--- src/rtl/pinwheel_ram_arb.sv ---
// pinwheel_ram_arb: round-robin arbiter sharing one pinwheel RAM among requesters.
// Partial-word writes become a read followed by a merge write in the next cycle.
module pinwheel_ram_arb #(
    parameter int  ports      = 3,
    parameter int  size_bytes = 512,
    localparam int addr_bits  = $clog2(size_bytes / 4),
    localparam int id_bits    = $clog2(ports)
) (
    input  logic                       clk,
    input  logic                       rst_n,
    input  logic [ports-1:0]           req_valid,
    output logic [ports-1:0]           req_ready,
    input  logic [ports-1:0]           req_write,
    input  logic [ports*addr_bits-1:0] req_addr,
    input  logic [ports*32-1:0]        req_wdata,
    input  logic [ports*4-1:0]         req_mask,
    output logic                       rsp_valid,
    output logic [id_bits-1:0]         rsp_id,
    output logic [31:0]                rsp_data,
    output logic [addr_bits-1:0]       ram_raddr,
    input  logic [31:0]                ram_rdata,
    output logic [addr_bits-1:0]       ram_waddr,
    output logic [31:0]                ram_wdata,
    output logic                       ram_wren
);

    typedef enum logic {ARB, MERGE} state_t;

    state_t                r_state;
    logic [id_bits-1:0]    r_last;
    logic                  r_rsp_valid;
    logic [id_bits-1:0]    r_rsp_id;
    logic [addr_bits-1:0]  r_addr;
    logic [31:0]           r_wdata;
    logic [3:0]            r_mask;

    logic                  w_found;
    logic [id_bits-1:0]    w_gnt;
    logic                  w_write;
    logic [addr_bits-1:0]  w_addr;
    logic [31:0]           w_wdata;
    logic [3:0]            w_mask;
    logic                  w_act;
    logic                  w_rd;
    logic                  w_fw;
    logic                  w_part;
    logic                  w_mrg;
    logic [31:0]           w_merged;

    // Rotating priority: first valid port after the last one granted.
    always_comb begin : grant
        logic [id_bits-1:0] v_idx;
        w_found = 1'b0;
        w_gnt   = '0;
        v_idx   = '0;
        for (int k = 1; k <= ports; k++) begin
            v_idx = id_bits'((int'(r_last) + k) % ports);
            if (!w_found && req_valid[v_idx]) begin
                w_found = 1'b1;
                w_gnt   = v_idx;
            end
        end
    end

    always_comb begin
        w_write = 1'b0;
        w_addr  = '0;
        w_wdata = '0;
        w_mask  = '0;
        for (int i = 0; i < ports; i++) begin
            if (w_gnt == id_bits'(i)) begin
                w_write = req_write[i];
                w_addr  = req_addr[i*addr_bits +: addr_bits];
                w_wdata = req_wdata[i*32 +: 32];
                w_mask  = req_mask[i*4 +: 4];
            end
        end
    end

    assign w_act  = rst_n && (r_state == ARB) && w_found;
    assign w_rd   = w_act && !w_write;
    assign w_fw   = w_act && w_write && (w_mask == 4'hF);
    assign w_part = w_act && w_write && (w_mask != 4'hF) && (w_mask != 4'h0);
    assign w_mrg  = rst_n && (r_state == MERGE);

    always_comb begin
        w_merged = '0;
        for (int b = 0; b < 4; b++) begin
            w_merged[b*8 +: 8] = r_mask[b] ? r_wdata[b*8 +: 8]
                                           : ram_rdata[b*8 +: 8];
        end
    end

    always_comb begin
        req_ready = '0;
        for (int i = 0; i < ports; i++) begin
            req_ready[i] = w_act && (w_gnt == id_bits'(i));
        end
    end

    // Every RAM-facing output is gated so reset forces it to zero.
    assign ram_raddr = (w_rd || w_part) ? w_addr : '0;
    assign ram_wren  = w_fw || w_mrg;
    assign ram_waddr = w_fw ? w_addr  : (w_mrg ? r_addr   : '0);
    assign ram_wdata = w_fw ? w_wdata : (w_mrg ? w_merged : '0);
    assign rsp_valid = r_rsp_valid;
    assign rsp_id    = r_rsp_id;
    assign rsp_data  = rst_n ? ram_rdata : '0;

    always_ff @(posedge clk or negedge rst_n) begin
        if (!rst_n) begin
            r_state     <= ARB;
            r_last      <= id_bits'(ports - 1);
            r_rsp_valid <= 1'b0;
            r_rsp_id    <= '0;
            r_addr      <= '0;
            r_wdata     <= '0;
            r_mask      <= '0;
        end else begin
            r_rsp_valid <= w_rd;
            if (w_rd) begin
                r_rsp_id <= w_gnt;
            end
            unique case (r_state)
                ARB: begin
                    if (w_act) begin
                        r_last <= w_gnt;
                    end
                    if (w_part) begin
                        r_addr  <= w_addr;
                        r_wdata <= w_wdata;
                        r_mask  <= w_mask;
                        r_state <= MERGE;
                    end
                end
                MERGE: r_state <= ARB;
                default: r_state <= ARB;
            endcase
        end
    end

endmodule

--- config.mk ---
export PLATFORM = sky130hd
export DESIGN_NAME = pinwheel_ram_arb
export DESIGN_NICKNAME = d
export VERILOG_FILES = /design/src/rtl/pinwheel_ram_arb.sv
export SDC_FILE = /design/constraint.sdc
export NUM_CORES = 1
export LEC_CHECK = 0
export ABC_AREA = 0
export ABC_CLOCK_PERIOD_IN_PS = 3000
export CAP_MARGIN = 20
export CORE_ASPECT_RATIO = 0.6
export CORE_MARGIN = 1.5
export CORE_UTILIZATION = 34
export DETAILED_ROUTE_END_ITERATION = 6
export HOLD_SLACK_MARGIN = 0.06
export PLACE_DENSITY = 0.91
export SETUP_SLACK_MARGIN = 0.3
export SLEW_MARGIN = 20
export SYNTH_ARGS = -nofsm -noshare
export SYNTH_HDL_FRONTEND = slang
export SYNTH_SLANG_ARGS = --single-unit
--- constraint.sdc ---
create_clock -name clk -period 3 [get_ports clk]
set_input_delay 0.3 -clock clk [delete_from_list [all_inputs] [get_ports clk]]
set_output_delay 0.3 -clock clk [all_outputs]
set_load 0.03 [all_outputs]
==> results_slide.txt <==
Implementation Results

Run status
  • Status: finished with violations
  • Failing checks: negative setup slack

Critical path
  • Critical path type: flip-flop to flip-flop

Floorplan
  • Chip width: 142 µm

Power and ir drop
  • Switching share of power: 45.8%
  • P_comb: 7.20 mW

Layout
  • Fraction of standard cell area that is sequential: 14.1%
  • Clock buf count: 7
  • Share of layout cells above drive strength 1: between 30% and 40%
  • Finished Layout Cells: 940
  • Clock buf/inv share: between 1.5 and 2%
  • Largest regs: r_wdata: 32 flops, r_addr: 7 flops, r_mask: 4 flops

Global route
  • GR Util met3: 5.25%
  • Largest net degree at the start of global routing: 23
  • Most Crowded Layer GR: met2

Detailed routing
  • Uppermost layer routed: met4

Clocking
  • H-Tree Depth: 2

Yosys
  • Top non-seq family: multiplexers
  • Yosys Chip Area: 3920 µm²
  • Post-synth seq share: 31.3%

STA
  • Max Slew Vio Count: 0
  • # setup viols final: between 90 and 100
  • Final worst slack: -0.890 ns

Min path
  • Hold Crit Class: input pin to asynchronous set/reset pin

Placement
  • HPWL after DPL: 12.7 mm
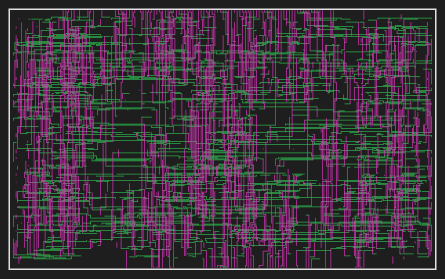
**Above:** metal layers overlaid.
Scale: 3 px per µm. Only two layers are drawn.
- metal 1: green (wire length 7710 µm)
- metal 2: magenta (wire length 9240 µm)

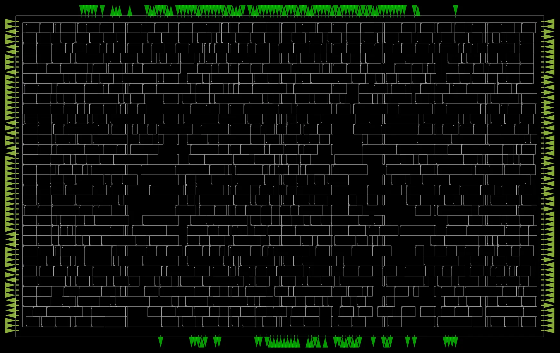
**Above:** cell placement.
registers: 49
core area: 11300 µm²
Fill cells: 738

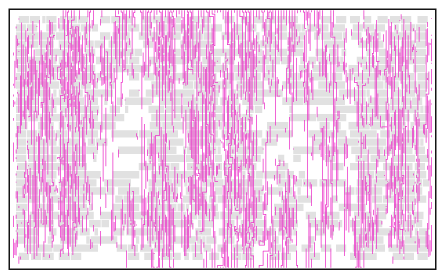
**Above:** signal wires on met2.
Scale: 3 px per µm. Cells faint in the background.
- wire length on this layer: 9240 µm
- share of all routed wire: 50%

Power and IR drop assume default switching activity.
